### config.mk
export PLATFORM = sky130hd
export DESIGN_NAME = lane_os_generator
export DESIGN_NICKNAME = d
export VERILOG_FILES = /design/src/rtl/lane_os_pkg.sv /design/src/rtl/lane_os_generator_os_byte_former.sv /design/src/rtl/lane_os_generator.sv
export SDC_FILE = /design/constraint.sdc
export NUM_CORES = 1
export LEC_CHECK = 0
export CORE_MARGIN = 4
export CORE_UTILIZATION = 35
export DETAILED_ROUTE_END_ITERATION = 6
export GPL_TIMING_DRIVEN = 0
export PLACE_DENSITY_LB_ADDON = 0.25
export SLEW_MARGIN = 10
export SYNTH_ARGS = -nofsm -noshare
export SYNTH_HDL_FRONTEND = slang
export SYNTH_SLANG_ARGS = --single-unit
### constraint.sdc
create_clock -name fsm_clk -period 1.6 [get_ports fsm_clk]
set_input_delay 0.32 -clock fsm_clk [delete_from_list [all_inputs] [get_ports fsm_clk]]
set_output_delay 0.32 -clock fsm_clk [all_outputs]
set_load 0.1 [all_outputs]
### src/rtl/lane_os_pkg.sv
// lane_os_pkg: shared codes, constants and state types for the lane ordered-set generator
package lane_os_pkg;
  localparam logic [3:0] D_SEL_IDLE  = 4'd0;
  localparam logic [3:0] D_SEL_SLOS1 = 4'd1;
  localparam logic [3:0] D_SEL_SLOS2 = 4'd2;
  localparam logic [3:0] D_SEL_TS1   = 4'd3;
  localparam logic [3:0] D_SEL_TS2   = 4'd4;
  localparam logic [3:0] D_SEL_TS3   = 4'd5;
  localparam logic [3:0] D_SEL_TS4   = 4'd6;
  localparam logic [7:0] OS_START_BYTE = 8'hBC;
  localparam logic [3:0] OS_HDR_NIBBLE = 4'h5;
  typedef enum logic [3:0] {
    OS_NONE  = 4'd0,
    OS_SLOS1 = 4'd1,
    OS_SLOS2 = 4'd2,
    OS_TS1   = 4'd3,
    OS_TS2   = 4'd4,
    OS_TS3   = 4'd5,
    OS_TS4   = 4'd6
  } os_code_t;
  typedef enum logic {IDLE, SEND} os_state_t;
  function automatic logic is_valid_code(input logic [3:0] c);
    return c >= D_SEL_SLOS1 && c <= D_SEL_TS4;
  endfunction
endpackage

### src/rtl/lane_os_generator_os_byte_former.sv
// os_byte_former: combinational byte and running-check former for one lane (check byte enabled by LANE_OS_CHECK_EN)
module os_byte_former
  import lane_os_pkg::*;
#(
  parameter int OS_LEN = 8
) (
  input  os_code_t   code,
  input  logic       lane,
  input  logic [2:0] rep,
  input  logic [3:0] byte_idx,
  input  logic [7:0] acc,
  output logic [7:0] os_byte,
  output logic [7:0] acc_next
);
  logic [7:0] chk;
`ifdef LANE_OS_CHECK_EN
  assign chk = acc;
`else
  assign chk = 8'h00;
`endif
  // pick the framing, header, payload or check byte; fold it into the running check
  always_comb begin
    os_byte = byte_idx == 4'd0 ? OS_START_BYTE :
              byte_idx == 4'd1 ? {OS_HDR_NIBBLE, code} :
              byte_idx == 4'(OS_LEN - 1) ? chk : {lane, rep, byte_idx};
    acc_next = byte_idx == 4'd0 ? 8'h00 : acc ^ os_byte;
  end
endmodule

### src/rtl/lane_os_generator.sv
// lane_os_generator: serialises framed ordered-set bursts onto a lane pair (check byte enabled by LANE_OS_CHECK_EN)
module lane_os_generator
  import lane_os_pkg::*;
#(
  parameter int OS_LEN    = 8,
  parameter int OS_REPEAT = 2
) (
  input  logic       fsm_clk,
  input  logic       rst,
  input  logic [3:0] d_sel,
  output logic [7:0] lane_0_tx,
  output logic [7:0] lane_1_tx,
  output logic       tx_lanes_on,
  output logic       os_sent
);
  os_state_t  state, state_n;
  os_code_t   code, code_n;
  logic [3:0] byte_idx, byte_n;
  logic [2:0] rep, rep_n;
  logic [7:0] acc_0, acc_1, acc_0_n, acc_1_n, byte_0, byte_1;
  logic       last, start, send;
  os_byte_former #(.OS_LEN(OS_LEN)) u_l0 (
    .code(code), .lane(1'b0), .rep(rep), .byte_idx(byte_idx),
    .acc(acc_0), .os_byte(byte_0), .acc_next(acc_0_n)
  );
  os_byte_former #(.OS_LEN(OS_LEN)) u_l1 (
    .code(code), .lane(1'b1), .rep(rep), .byte_idx(byte_idx),
    .acc(acc_1), .os_byte(byte_1), .acc_next(acc_1_n)
  );
  // next state: d_sel is only sampled in IDLE or on the final byte of a burst
  always_comb begin
    send = state == SEND;
    last = send && byte_idx == 4'(OS_LEN - 1) && rep == 3'(OS_REPEAT - 1);
    start = is_valid_code(d_sel) && (!send || last);
    state_n = (start || (send && !last)) ? SEND : IDLE;
    code_n = start ? os_code_t'(d_sel) : code;
    byte_n = (!send || byte_idx == 4'(OS_LEN - 1)) ? 4'd0 : byte_idx + 4'd1;
    rep_n = (!send || last) ? 3'd0 : byte_idx == 4'(OS_LEN - 1) ? rep + 3'd1 : rep;
  end
  // state, counters, check accumulators and registered lane outputs
  always_ff @(posedge fsm_clk or negedge rst) begin
    if (!rst) begin
      state <= IDLE;
      code <= OS_NONE;
      byte_idx <= 4'd0;
      rep <= 3'd0;
      acc_0 <= 8'h00;
      acc_1 <= 8'h00;
      lane_0_tx <= 8'h00;
      lane_1_tx <= 8'h00;
      tx_lanes_on <= 1'b0;
      os_sent <= 1'b0;
    end else begin
      state <= state_n;
      code <= code_n;
      byte_idx <= byte_n;
      rep <= rep_n;
      acc_0 <= send ? acc_0_n : 8'h00;
      acc_1 <= send ? acc_1_n : 8'h00;
      lane_0_tx <= send ? byte_0 : 8'h00;
      lane_1_tx <= send ? byte_1 : 8'h00;
      tx_lanes_on <= send;
      os_sent <= last;
    end
  end
endmodule

==> run_1/clocks.png <==
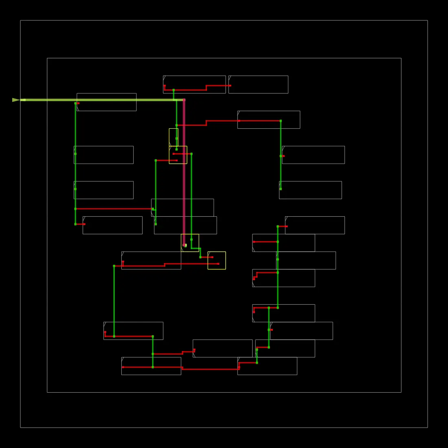
Worst-Skew Late Latency: 0.30 ns
clock skew: 0.00612 ns
CTS Buf Count: 3

==> run_1/flops_by_reg.png <==
Other sequential cells in the stronger grey, the rest of the logic in the fainter grey.
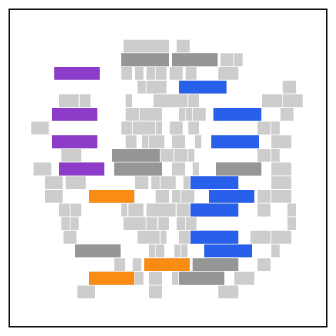
[blue] lane_1_tx | placed flops: 8
[orange] rep | placed flops: 3
[purple] code | placed flops: 4

==> run_1/io_placement.png <==
Pins as bars across the die edge, other pins in grey.
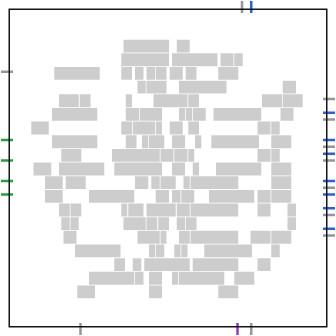
[blue] lane_1_tx | pins: 8 | direction: output | edge: 7 right, 1 top
[purple] os_sent | pins: 1 | direction: output | edge: bottom
[green] d_sel | pins: 4 | direction: input | edge: left
all pins by edge: 14 right, 5 left, 3 bottom, 2 top

==> results.sh, run 1 <==
# yosys + openroad results
export IMPL_status="finished clean"
export IMPL_first_global_vias=784
export IMPL_mi_logic_area_sq_um=434
export IMPL_ys_flops=23
export IMPL_via_per_inst=4.91
export IMPL_seq_share_pct=42.1
export IMPL_comb_cells=58
export IMPL_crit_family="buffers and inverters"
export IMPL_clkTransAtPathRegs_ns=0.12
export IMPL_synth_simple_area_share_pct=18.0
export IMPL_setup_viol=0
export IMPL_core_area_sq_um=2830
export IMPL_dpl_instance_area_sq_um=1340
export IMPL_path_class="flop to output pin"
export IMPL_die_h_microns=63.0
export IMPL_max_slew_margin_pct=34.9
export IMPL_final_util_pct=49.4
export IMPL_inverters=4
export IMPL_path_cells="clkdlybuf4s15_2"
export IMPL_critPathSlowestCell="clkdlybuf4s15_2"
export IMPL_synth_distinct_cells=29
export IMPL_die_x_microns=63.0
export IMPL_synth_xor_xnor_area_share_pct=1.66
export IMPL_finalSetupTns_ns=0
export IMPL_nets=136
export IMPL_overflow=0
export IMPL_wl_per_cell_microns=12.5
export IMPL_area_growth_pct=32.2
export IMPL_synth_logic_top_family="simple AND/OR/NAND/NOR gates"
export IMPL_crit_path_start_kind="flop"
export IMPL_ys_area_sq_um=1060
export IMPL_drc=0
export IMPL_cp_required_ns=1.28
export IMPL_routabilityCongestion=0.853
export IMPL_io_pins=24
export IMPL_grt_usage_pct=10.8
==> run 1: sequential cells by signal, indices dropped and copies added, names as in the netlist <==
name         count
send             1
code             4
rep              3
os_sent          1
lane_0_tx        1
tx_lanes_on      1
byte_idx         4
lane_1_tx        8
==> run 1: per-layer routing <==
| layer | track usage (%) | part of all wire [%] |
|---|---|---|
| met1 | 11.9 | 41 |
| met2 | 18.8 | 50 |
| met3 | 3.06 | 7.5 |
| met4 | 4.96 | 1.1 |
| met5 | 0 | 0 |
==> run 1: kinds of logic after synthesis <==
logic type                 after synthesis
AOI/OAI and AO/OA                       15
xor gates and xnor gates                 2
adders and majority gates                5
buffers and inverters                   13
DFF                                     23
muxes                                    3
and+or+nand+nor                         33
==> run 1: cell usage in the layout, fill, tap and decap left out, types with 2 or more instances in the layout <==
master | Yosys | layout
a211oi_1 | 2 | 2
a21oi_1 | 4 | 4
a22oi_1 | 3 | 3
and2_1 | 3 | 3
and3_1 | 4 | 4
buf_2 | 1 | 7
buf_4 | 7 | 11
clkbuf_1 | 1 | 2
clkbuf_4 | 0 | 3
clkdlybuf4s15_2 | 0 | 11
clkdlybuf4s50_1 | 0 | 5
dfrtp_1 | 23 | 13
dfrtp_2 | 0 | 10
ha_1 | 5 | 4
inv_1 | 4 | 4
mux2_1 | 3 | 3
nand2_1 | 3 | 3
nor2_1 | 6 | 6
nor2b_1 | 7 | 6
nor3_1 | 4 | 4
xor2_1 | 2 | 2
==> run 1: timing repair <==
action                                  4_1_cts  5_1_grt
setup buffers                                 1        2
gates resized                                67        8
endpoints found under the setup margin       21        9
==> run 1: final timing paths <==
kind / start / to / cells past startpoint
max in group asynchronous: rst / lane_1_tx[3]$_DFF_PN0_ / 1
min in group asynchronous: rst / rep[1]$_DFFE_PN0P_ / 1
hold / removal: code[2]$_DFFE_PN0P_ / code[2]$_DFFE_PN0P_ / 1
setup reg to reg: byte_idx[3]$_DFF_PN0_ / code[0]$_DFFE_PN0P_ / 4
hold reg to reg: code[2]$_DFFE_PN0P_ / code[2]$_DFFE_PN0P_ / 1
setup / recovery: lane_1_tx[1]$_DFF_PN0_ / lane_0_tx[1] / 1
==> run 1: through the flow <==
| step | instances | setup slack [ns] |
|---|---|---|
| floorplan | 94 | 0.185 |
| global placement | 148 | -0.260 |
| detailed placement | 148 | -0.274 |
| CTS | 153 | 0.0134 |
| global route | 155 | 0.00238 |
| finish | 155 | 0.0472 |
==> run 1: synth_stat cells (2+ instances only) <==
| cell type | number |
|---|---|
| nand2_1 | 3 |
| and2_1 | 3 |
| nor2_1 | 6 |
| mux2_1 | 3 |
| nor3_1 | 4 |
| a22oi_1 | 3 |
| and3_1 | 4 |
| a211oi_1 | 2 |
| ha_1 | 5 |
| buf_4 | 7 |
| xor2_1 | 2 |
| a21oi_1 | 4 |
| dfrtp_1 | 23 |
| inv_1 | 4 |
| nor2b_1 | 7 |
## Run 2: what changed since run 1
ABC_AREA = 1   (was unset)
DONT_BUFFER_PORTS = 1   (was unset)
==> run_2/clocks.png <==
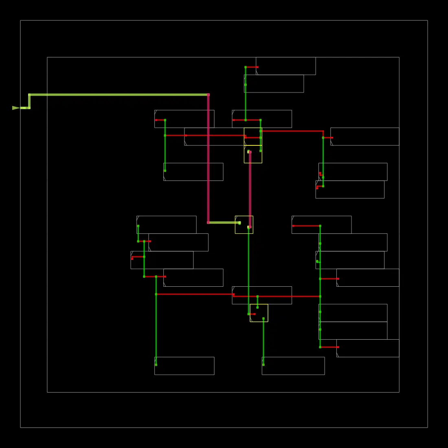
Flops: 23
clock skew: 0.00524 ns
# clk buffers: 3

==> results.sh, run 2 <==
# yosys + openroad results
export IMPL_ys_top_cells_by_count="nand2_1, dfrtp_1, inv_1"
export IMPL_status="finished clean"
export IMPL_first_global_vias=683
export IMPL_synth_distinct_cells=19
export IMPL_busiest_layer="met2"
export IMPL_numCtsBuffers=3
export IMPL_crit_path_start_kind="flop"
export IMPL_grtUsageMet3_pct=3.24
export IMPL_via_per_inst=4.98
export IMPL_wl_per_cell_microns=12.2
export IMPL_max_slew_margin_pct=35.3
export IMPL_lay_top_cells="nand2_1, inv_1, dfrtp_1"
export IMPL_io_pins=24
export IMPL_overflow=0
export IMPL_ys_flops=23
export IMPL_routabilityCongestion=0.749
export IMPL_path_class="flop to output pin"
export IMPL_drc=0
export IMPL_reg_largest_list="lane_1_tx: 8 flops, byte_idx: 4 flops, code: 4 flops"
export IMPL_finalSetupTns_ns=0
export IMPL_ys_area_sq_um=1050
export IMPL_grtUsageMet1_pct=10.2
export IMPL_clkTransAtPathRegs_ns=0.11
export IMPL_cts_setup_buffers=0
export IMPL_largest_register="lane_1_tx"
export IMPL_core_area_sq_um=2810
export IMPL_dpl_cell_count=140
export IMPL_setup_viol=0
export IMPL_dp_slack_ns=0.130
export IMPL_nets=126
export IMPL_area_growth_pct=13.0
export IMPL_die_h_microns=62.8
==> run_2/flops_by_reg.png <==
Other sequential cells in the stronger grey, the rest of the logic in the fainter grey.
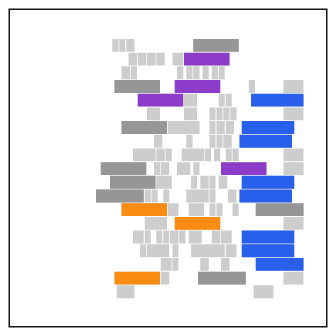
[orange] rep | placed flops: 3
[blue] lane_1_tx | placed flops: 8
[purple] code | placed flops: 4 | where: top middle
not coloured: 8

==> run 2: netlist changes by cell type in the layout (fill, tap and decap cells not counted), moves of 7 or more <==
cell,previous run,this run
nand2_1,3,24
buf_4,11,0
buf_2,7,0
dfrtp_4,0,7
clkdlybuf4s15_2,11,0
buf_6,0,7
inv_1,4,13
==> run 2: per-layer routing <==
layer / vias to the layer above / part of all wire [%]
met5: - / 0
met3: 4 / 4.6
met2: 19 / 50
li1: 355 / -
met1: 344 / 43
met4: 0 / 1.8
==> run 2: path summary, 6_finish.rpt <==
| check | startpoint | end | slack (ns) | cells after the start |
|---|---|---|---|---|
| worst max-delay path | tx_lanes_on$_DFF_PN0_ | tx_lanes_on | 0.05 | 0 |
| worst min-delay path | d_sel[2] | code[2]$_DFFE_PN0P_ | 0.16 | 2 |
| worst max register to register | byte_idx[0]$_DFF_PN0_ | code[0]$_DFFE_PN0P_ | 0.18 | 6 |
| worst min register to register | code[2]$_DFFE_PN0P_ | code[2]$_DFFE_PN0P_ | 0.49 | 2 |
| max in group asynchronous | rst | lane_1_tx[2]$_DFF_PN0_ | 0.30 | 1 |
| min in group asynchronous | rst | rep[0]$_DFFE_PN0P_ | 0.60 | 1 |
==> run 2: cell type report <==
cell class              count  area, sq um  area share (%)
flip-flops and latches     23          607            51.1
multi-input cells          66          374            31.5
plain buffers               7         78.8            6.64
inverters                  13         48.8            4.11
well taps                  31         38.8            3.27
clock buffers               3         22.5            1.90
repair buffers              1         10.0           0.843
clock inverters             1         7.51           0.632
==> run 2: cell families after synthesis <==
| logic type | synth area share (%) |
|---|---|
| simple gates | 18.5 |
| flops | 54.8 |
| buf+inv | 9.64 |
| compound gates | 9.52 |
| fa+ha+maj | 5.95 |
| xor+xnor | 1.67 |
==> run 2: through the flow <==
step	util, %	hold slack, ns	area (sq um)
after CTS	42.1	0.148	1180
after detailed placement	39.2	0.0252	1100
after floorplan	-	0.0244	1060
final	42.3	0.157	1190
after global placement	39.2	0.0253	1100
after global routing	42.3	0.142	1190
==> run 2: what timing repair did <==
item,in CTS,in global routing
resized,14,4
endpoints found under the hold margin,23,0
hold buffers,1,0
endpoints found under the setup margin,7,4
## Run 3: what changed since run 2
ABC_CLOCK_PERIOD_IN_PS = 1600   (was unset)
==> run_3/clocks.png <==
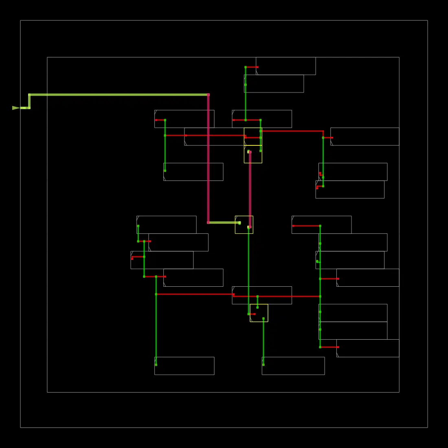
clk sink count: 23

==> results.sh, run 3 <==
# yosys + openroad results
export IMPL_status="finished clean"
export IMPL_numCtsBuffers=3
export IMPL_lay_top_cells="nand2_1, inv_1, dfrtp_1"
export IMPL_overflow=0
export IMPL_met2_wirelength_microns=888
export IMPL_routabilityCongestion=0.749
export IMPL_max_slew_margin_pct=35.3
export IMPL_r2r_end="code[0]$_DFFE_PN0P_"
export IMPL_first_global_vias=683
export IMPL_wl_met3_microns=81
export IMPL_clkTransAtPathRegs_ns=0.11
export IMPL_ys_sh_mux_pct=0
export IMPL_reg2regPathDepth=6
export IMPL_drc=0
export IMPL_met1Wirelength_microns=768
export IMPL_ys_sh_adder_pct=5.95
export IMPL_hold_depth=2
export IMPL_nets=126
export IMPL_synth_simple_area_share_pct=18.5
export IMPL_crit_path_start_kind="flop"
export IMPL_r2r_start="byte_idx[0]$_DFF_PN0_"
export IMPL_core_area_sq_um=2810
export IMPL_io_pins=24
export IMPL_regToRegSetupSlack_ns=0.18
export IMPL_finalSetupTns_ns=0
==> run_3/io_placement.png <==
Pins as bars across the die edge, other pins in grey.
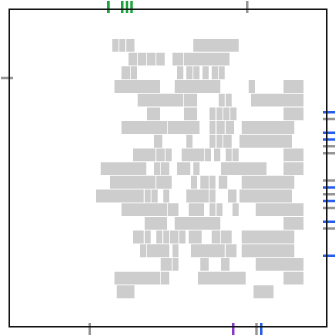
[green] d_sel | pins: 4 | direction: input | edge: top
[blue] lane_1_tx | pins: 8 | direction: output | edge: 7 right, 1 bottom
[purple] os_sent | pins: 1 | direction: output | edge: bottom
all pins by edge: 14 right, 5 top, 4 bottom, 1 left

-- run 3: cell counts after synthesis --
Identical to the previous run, type by type.
-- run 3: cell type report --
type	count	area [sq um]	area share (%)
Clock inverter	1	7.51	0.632
Buffer	7	78.8	6.64
Inverter	13	48.8	4.11
Sequential cell	23	607	51.1
Timing Repair Buffer	1	10.0	0.843
Clock buffer	3	22.5	1.90
Tap cell	31	38.8	3.27
Multi-Input combinational cell	66	374	31.5
-- run 3: kinds of logic (layout without fill, tap and decap cells) --
group                    after synthesis  after routing
AND/OR/NAND/NOR                       43             43
flip-flops                            23             23
buffers and inverters                 20             25
AND-OR/OR-AND                         16             16
adder cells (fa/ha/maj)                5              5
XOR/XNOR                               2              2
-- run 3: worst max-delay path by stage --
| stage | startpoint | endpoint | slack, ns | cells after the start |
|---|---|---|---|---|
| after floorplan | lane_1_tx[0]$_DFF_PN0_ | lane_1_tx[0] | 0.24 | 1 |
| after global placement | byte_idx[0]$_DFF_PN0_ | code[1]$_DFFE_PN0P_ | 0.19 | 6 |
| after detailed placement | byte_idx[0]$_DFF_PN0_ | code[0]$_DFFE_PN0P_ | 0.13 | 6 |
| after CTS | os_sent$_DFF_PN0_ | os_sent | 0.01 | 0 |
| after global routing | lane_1_tx[4]$_DFF_PN0_ | lane_1_tx[4] | 0.0007 | 1 |
| final | tx_lanes_on$_DFF_PN0_ | tx_lanes_on | 0.05 | 0 |
-- run 3: timing repair --
| item | in CTS | in global routing |
|---|---|---|
| pin swaps | 0 | 0 |
| setup endpoints to repair | 7 | 4 |
| hold endpoints to repair | 23 | 0 |
| resized | 14 | 4 |
| hold buffers | 1 | 0 |
-- run 3: per-layer routing --
layer,up-vias,global-route usage [%]
li1,355,-
met2,19,16.5
met1,344,10.2
met4,0,5.79
met5,-,0
met3,4,3.24
-- run 3: per-stage QoR --
stage	worst slack [ns]	hold slack, ns
floorplan	0.243	0.0244
global placement	0.187	0.0253
detailed placement	0.130	0.0252
CTS	0.0148	0.148
global route	0.000689	0.142
finish	0.0520	0.157
